Figure 1. Clock wiring as the flow saved it (run 1).
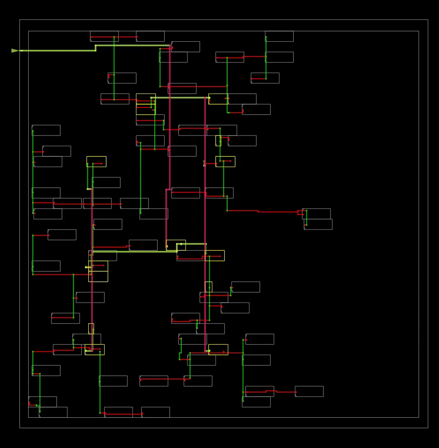
Figure 2. Placed cells, one colour a class (run 1).
(4 px per um) Fill, decap, tap and diode cells in grey.
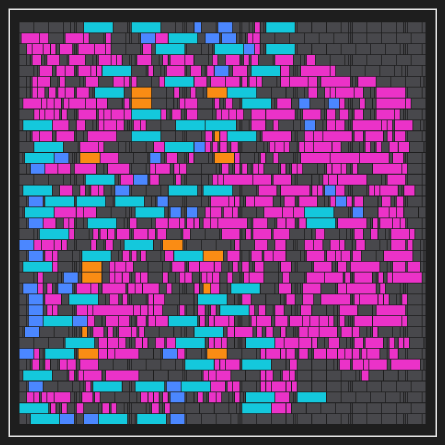
Figure 3. Signal wires on met2 (run 1).
(4 px per um)
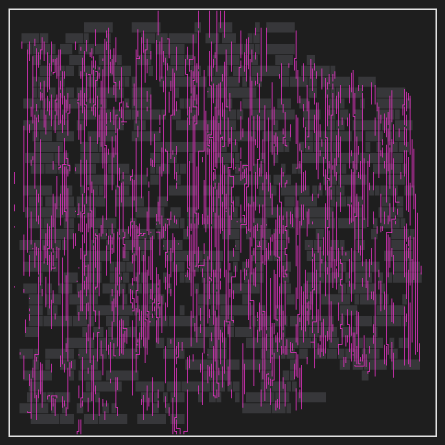
--- config.mk ---
export PLATFORM = sky130hd
export DESIGN_NAME = rsa_decrypt_engine
export DESIGN_NICKNAME = d
export VERILOG_FILES = /design/src/rtl/rsa_pkg.sv /design/src/rtl/rsa_decrypt_engine_mod_reduce_seq.sv /design/src/rtl/rsa_decrypt_engine.sv
export SDC_FILE = /design/constraint.sdc
export NUM_CORES = 1
export LEC_CHECK = 0
export CORE_MARGIN = 2
export CORE_UTILIZATION = 50
export DETAILED_ROUTE_END_ITERATION = 12
export PLACE_DENSITY_LB_ADDON = 0.08
export SKIP_LAST_GASP = 1
export SLEW_MARGIN = 10
export SYNTH_ARGS = -nofsm -noshare
export SYNTH_HDL_FRONTEND = slang
export SYNTH_HIERARCHICAL = 1
export SYNTH_SLANG_ARGS = --single-unit
--- constraint.sdc ---
create_clock -name clk -period 4.3 [get_ports clk]
set_clock_uncertainty 0.05 [all_clocks]
set_input_delay 1.075 -clock clk [delete_from_list [all_inputs] [get_ports clk]]
set_output_delay 1.075 -clock clk [all_outputs]
set_load 0.005 [all_outputs]
--- src/rtl/rsa_pkg.sv ---
// Shared types and sizing helpers for the RSA decrypt engine.
// Holds the control state encoding and the operation/reduction length helpers.
package rsa_pkg;

    typedef enum logic [2:0] {IDLE, PRE, SQ, ML, NEXT, DONE} state_t;

    // One modular operation: a multiply cycle followed by one reduction cycle per product bit.
    function automatic int op_len(input int w);
        return 2 * w + 1;
    endfunction

    function automatic int red_cnt_w(input int w);
        return $clog2(op_len(w));
    endfunction

    function automatic int msb_idx(input logic [31:0] v);
        int r;
        r = 0;
        for (int k = 0; k < 32; k++) begin
            if (v[k]) r = k;
        end
        return r;
    endfunction

endpackage

--- src/rtl/rsa_decrypt_engine_mod_reduce_seq.sv ---
// Restoring shift-subtract reducer: rem = prod mod N, one product bit per cycle, MSB first.
// Loads on start, then runs 2n cycles; done and rem are valid together in the final cycle.
module mod_reduce_seq import rsa_pkg::*; #(
    parameter int n = 6
) (
    input  logic           clk,
    input  logic           reset,
    input  logic           start,
    input  logic [2*n-1:0] prod,
    input  logic [n-1:0]   N,
    output logic [n-1:0]   rem,
    output logic           done
);

    localparam int CW = red_cnt_w(n);

    logic [2*n-1:0] sh_q;
    logic [n:0]     rem_q;
    logic [n:0]     trial;
    logic [n:0]     rem_d;
    logic [CW-1:0]  cnt_q;
    logic           busy_q;

    // rem_q is always < N < 2^n, so dropping its top bit before the shift loses nothing.
    always_comb begin
        trial = {rem_q[n-1:0], sh_q[2*n-1]};
        rem_d = (trial >= {1'b0, N}) ? (trial - {1'b0, N}) : trial;
    end

    assign rem  = rem_d[n-1:0];
    assign done = busy_q && (cnt_q == CW'(2 * n - 1));

    always_ff @(posedge clk) begin
        if (reset) begin
            sh_q   <= '0;
            rem_q  <= '0;
            cnt_q  <= '0;
            busy_q <= 1'b0;
        end else if (start) begin
            sh_q   <= prod;
            rem_q  <= '0;
            cnt_q  <= '0;
            busy_q <= 1'b1;
        end else if (busy_q) begin
            sh_q   <= sh_q << 1;
            rem_q  <= rem_d;
            cnt_q  <= cnt_q + CW'(1);
            if (done) busy_q <= 1'b0;
        end
    end

endmodule

--- src/rtl/rsa_decrypt_engine.sv ---
// RSA decrypt engine: M = C^D mod N by left-to-right square-and-multiply over a sequential reducer.
// Optional RSA_EARLY_SKIP_EN starts squaring at the MSB set in D (and skips straight to DONE for D=0).
module rsa_decrypt_engine import rsa_pkg::*; #(
    parameter int n = 6
) (
    input  logic         clk,
    input  logic         reset,
    input  logic         in_valid,
    output logic         in_ready,
    input  logic [n-1:0] CIPHER,
    input  logic [n-1:0] PRIV_KEY,
    input  logic [n-1:0] N,
    output logic         out_valid,
    input  logic         out_ready,
    output logic [n-1:0] RESULT,
    output logic         err
);

    localparam int IW = (n > 1) ? $clog2(n) : 1;

    state_t         state_q;
    logic [n-1:0]   c_q, d_q, n_q, acc_q, result_q;
    logic [IW-1:0]  i_q;
    logic           mul_q, in_ready_q, out_valid_q, err_q;
    logic [2*n-1:0] prod;
    logic [n-1:0]   red_rem;
    logic           red_done;

    always_comb begin
        prod = '0;
        case (state_q)
            PRE:     prod = {{n{1'b0}}, c_q};
            SQ:      prod = (2*n)'(acc_q) * (2*n)'(acc_q);
            ML:      prod = (2*n)'(acc_q) * (2*n)'(c_q);
            default: prod = '0;
        endcase
    end

    mod_reduce_seq #(.n(n)) u_red (
        .clk   (clk),
        .reset (reset),
        .start (mul_q),
        .prod  (prod),
        .N     (n_q),
        .rem   (red_rem),
        .done  (red_done)
    );

    // NEXT is folded into the last cycle of SQ/ML so the bit decision costs no extra cycle.
    always_ff @(posedge clk) begin
        if (reset) begin
            state_q     <= IDLE;
            c_q         <= '0;
            d_q         <= '0;
            n_q         <= '0;
            acc_q       <= '0;
            i_q         <= '0;
            mul_q       <= 1'b0;
            in_ready_q  <= 1'b1;
            out_valid_q <= 1'b0;
            result_q    <= '0;
            err_q       <= 1'b0;
        end else begin
            case (state_q)
                IDLE: begin
                    if (in_valid && in_ready_q) begin
                        c_q        <= CIPHER;
                        d_q        <= PRIV_KEY;
                        n_q        <= N;
                        acc_q      <= n'(1);
                        i_q        <= IW'(n - 1);
                        in_ready_q <= 1'b0;
                        if (N < n'(2)) begin
                            state_q  <= DONE;
                            err_q    <= 1'b1;
                            result_q <= '0;
                        end else begin
                            state_q <= PRE;
                            mul_q   <= 1'b1;
                        end
                    end
                end
                PRE: begin
                    mul_q <= 1'b0;
                    if (red_done) begin
                        c_q <= red_rem;
`ifdef RSA_EARLY_SKIP_EN
                        if (d_q == '0) begin
                            state_q     <= DONE;
                            out_valid_q <= 1'b1;
                            result_q    <= acc_q;
                        end else begin
                            i_q     <= IW'(msb_idx(32'(d_q)));
                            state_q <= SQ;
                            mul_q   <= 1'b1;
                        end
`else
                        state_q <= SQ;
                        mul_q   <= 1'b1;
`endif
                    end
                end
                SQ: begin
                    mul_q <= 1'b0;
                    if (red_done) begin
                        acc_q <= red_rem;
                        if (d_q[i_q]) begin
                            state_q <= ML;
                            mul_q   <= 1'b1;
                        end else if (i_q == '0) begin
                            state_q     <= DONE;
                            out_valid_q <= 1'b1;
                            result_q    <= red_rem;
                        end else begin
                            i_q     <= i_q - IW'(1);
                            state_q <= SQ;
                            mul_q   <= 1'b1;
                        end
                    end
                end
                ML: begin
                    mul_q <= 1'b0;
                    if (red_done) begin
                        acc_q <= red_rem;
                        if (i_q == '0) begin
                            state_q     <= DONE;
                            out_valid_q <= 1'b1;
                            result_q    <= red_rem;
                        end else begin
                            i_q     <= i_q - IW'(1);
                            state_q <= SQ;
                            mul_q   <= 1'b1;
                        end
                    end
                end
                DONE: begin
                    // The error path arrives with out_valid low and raises it one cycle later.
                    if (!out_valid_q) begin
                        out_valid_q <= 1'b1;
                    end else if (out_ready) begin
                        out_valid_q <= 1'b0;
                        err_q       <= 1'b0;
                        in_ready_q  <= 1'b1;
                        state_q     <= IDLE;
                    end
                end
                default: begin
                    state_q    <= IDLE;
                    in_ready_q <= 1'b1;
                end
            endcase
        end
    end

    assign in_ready  = in_ready_q;
    assign out_valid = out_valid_q;
    assign RESULT    = result_q;
    assign err       = err_q;

endmodule

==> CHANGELOG.md, run 1 <==
### Metrics

* Status: complete, no violations
* Max reg flops at 12
* Tapcell Cnt at 136
* Hold path depth at 2
* Clk network pwr share at 30.1%
* Adder-Cell Fraction of Synth Area at 20.2%
* Non-clock buffer share of cell area at 6.63%
* Placed cell count at 790
* Part of the power in combinational logic at 26.0%
* Worst Hold Class: reg -> reg
* First-pass GRT wire length at 22000 um
* DR vias/cell at 5.56
* Synth warnings at 6
* GR peak layer: met2
* Final Hold Viols at 0
* CP most frequent cell: fa_1
* Area post-placement at 5640 sq um
* Fin crit share at 94.7%
* Via count of the first global-routing pass at 4501
* Total gr overflow at 0
* Top Layout Cells: 67 x nor2_1, 66 x nand2_1, 63 x inv_1
* Share of cells above drive strength 1 at 7.34%
* Placement Rows at 37
* Flip-flops at 63
Back to the opening pictures, Figure 1:
CTS Buf Count: 9
Clock group: 0.452 mW

Back to the opening pictures, Figure 2:
| colour | class | cells | share of their area |
|---|---|---|---|
| magenta | all other logic | 549 | 68% |
| orange | clock drivers and dummy loads | 14 | 2.9% |
| cyan | flip-flops | 63 | 22% |
| blue | other buffers and delay cells | 42 | 6.8% |

Back to the opening pictures, Figure 3:
longest straight run: 50.7 um
nets with wire on the layer: 632
share of all routed wire: 50%
main direction: vertical

==> run 1 -> run 2 <==
--- a/config.mk
+++ b/config.mk
@@ -5,6 +5,7 @@
 export SDC_FILE = /design/constraint.sdc
 export NUM_CORES = 1
 export LEC_CHECK = 0
+export ABC_AREA = 1
 export CORE_MARGIN = 2
 export CORE_UTILIZATION = 50
 export DETAILED_ROUTE_END_ITERATION = 12
Figure 4. Clock wiring as the flow saved it (run 2).
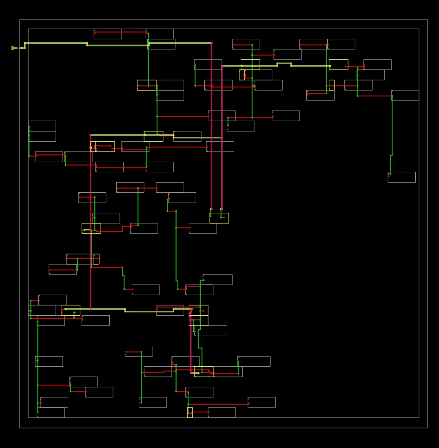
insertion delay at the late pin of the worst-skew pair: 0.35 ns
CTS Sinks: 63
flip-flops: 63
Clock group: 0.465 mW
clock buffers: 16

==> CHANGELOG.md, run 2 <==
### Metrics

* Status: complete, no violations (unchanged)
* H-Tree Depth at 3 (unchanged)
* Worst R2R End: u_red/sh_q[10]$_SDFFE_PP0P_ (was u_red/sh_q[11]$_SDFFE_PP0P_)
* GR peak layer: met2 (unchanged)
* CP most frequent cell: nand2_1 (was fa_1)
* Via count at 4978 (was 4467)
* Die height at 109 um (was 106 um)
* CTS Buf Count at 9 (unchanged)
* Fin crit share at 91.6% (was 94.7%)
* Post-synth ARST share at 0% (unchanged)
* Part of the power in combinational logic at 55.6% (was 26.0%)
* Placed cell count at 969 (was 790)
* Top Layout Cells: 225 x nand2_1, 170 x inv_1, 59 x dfxtp_1 (was 67 x nor2_1, 66 x nand2_1, 63 x inv_1)
* Share of cells above drive strength 1 at 7.10% (was 7.34%)
* First-pass GRT wire length at 22200 um (was 22000 um)
* Placement Rows at 38 (was 37)
* Nets at 931 (was 756)
* Via count of the first global-routing pass at 4823 (was 4501)
* Hold path depth at 2 (unchanged)
* Setup_tns at 0 ns (unchanged)
* Tapcell Cnt at 140 (was 136)
* Adder-Cell Fraction of Synth Area at 19.4% (was 20.2%)
* Area post-placement at 5840 sq um (was 5640 sq um)
* HPWL Detailed at 10500 um (was 9930 um)
* Final Hold Viols at 0 (unchanged)
* Post-Syn Nets at 912 (was 738)
* Fin util at 56.1% (was 56.8%)
* Core area at 10700 sq um (was 10200 sq um)
* Synth warnings at 6 (unchanged)
* Post-synth EDFFs at 0 (unchanged)
* Antenna-violating nets left at 0 (unchanged)
* Mux share at 0% (was 5.30%)
* Max reg flops at 12 (unchanged)
* Non-clock buffer share of cell area at 5.86% (was 6.63%)
* Worst Hold Class: reg -> reg (unchanged)
* Total gr overflow at 0 (unchanged)
* Drt drc at 0 (unchanged)
Figure 5. Signal wires on met2 (run 2).
(3 px per um)
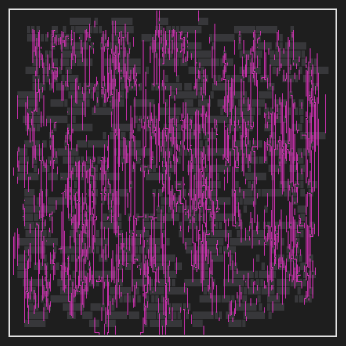
longest straight run: 58.8 um
main direction: vertical
share of all routed wire: 48%
wire length on this layer: 6450 um

==> run 2 -> run 3 <==
--- a/config.mk
+++ b/config.mk
@@ -6,6 +6,7 @@
 export NUM_CORES = 1
 export LEC_CHECK = 0
 export ABC_AREA = 1
+export ABC_CLOCK_PERIOD_IN_PS = 4300
 export CORE_MARGIN = 2
 export CORE_UTILIZATION = 50
 export DETAILED_ROUTE_END_ITERATION = 12
Figure 6. Clock wires, drivers and flops (run 3).
(6 px per um)
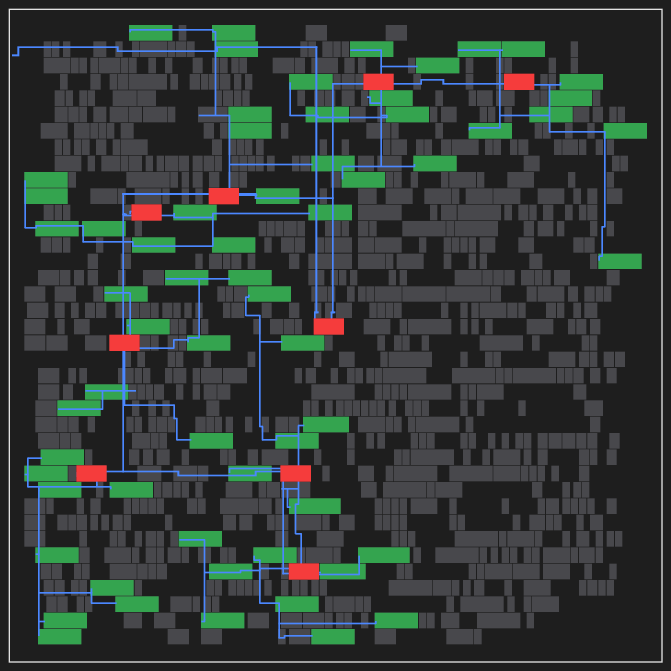
[red] cells driving clock nets | count: 9
[blue] clock wires | length: 945 um
[green] flip-flops | count: 63
flops lie: all over the die
Clk network pwr share: 14.8%

==> CHANGELOG.md, run 3 <==
### Metrics

* Status: complete, no violations (unchanged)
* Part of the power in combinational logic at 55.6% (about the same)
* Placed cell count at 969 (unchanged)
* Worst Hold Class: reg -> reg (unchanged)
* Adder-Cell Fraction of Synth Area at 19.4% (unchanged)
* Share of cells above drive strength 1 at 7.10% (unchanged)
* Flip-flops at 63 (unchanged)
* Insertion delay at the late pin of the worst-skew pair at 0.35 ns (about the same)
* Die height at 109 um (unchanged)
* Clock group at 0.465 mW (about the same)
* Nets at 931 (unchanged)
* HPWL Detailed at 10500 um (unchanged)
* Fin util at 56.1% (unchanged)
* DR vias/cell at 5.05 (unchanged)
* Via count of the first global-routing pass at 4823 (unchanged)
* Core area at 10700 sq um (unchanged)
* Post-synth ARST share at 0% (unchanged)
* Post-Syn Nets at 912 (unchanged)
* CTS Sinks at 63 (unchanged)
* Drt drc at 0 (unchanged)
* Antenna-violating nets left at 0 (unchanged)
* GR peak layer: met2 (unchanged)
* Placement Rows at 38 (unchanged)
* Final Hold Viols at 0 (unchanged)
* Total gr overflow at 0 (unchanged)
* Via count at 4978 (unchanged)
* CP most frequent cell: nand2_1 (unchanged)
* Non-clock buffer share of cell area at 5.86% (unchanged)
* Hold path depth at 2 (unchanged)
Figure 7. Pin map (run 3).
(2 px per um) Pins as bars across the die edge, other pins in grey.
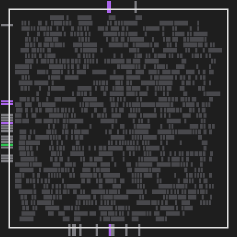
| colour | port | pins | direction | edge |
|---|---|---|---|---|
| purple | CIPHER | 6 | input | 3 left, 2 top, 1 bottom |
| green | in_ready | 1 | output | left |
all pins by edge: 18 left, 10 bottom, 3 top

Power figures rest on the tool's default switching activity, not on a simulated workload.
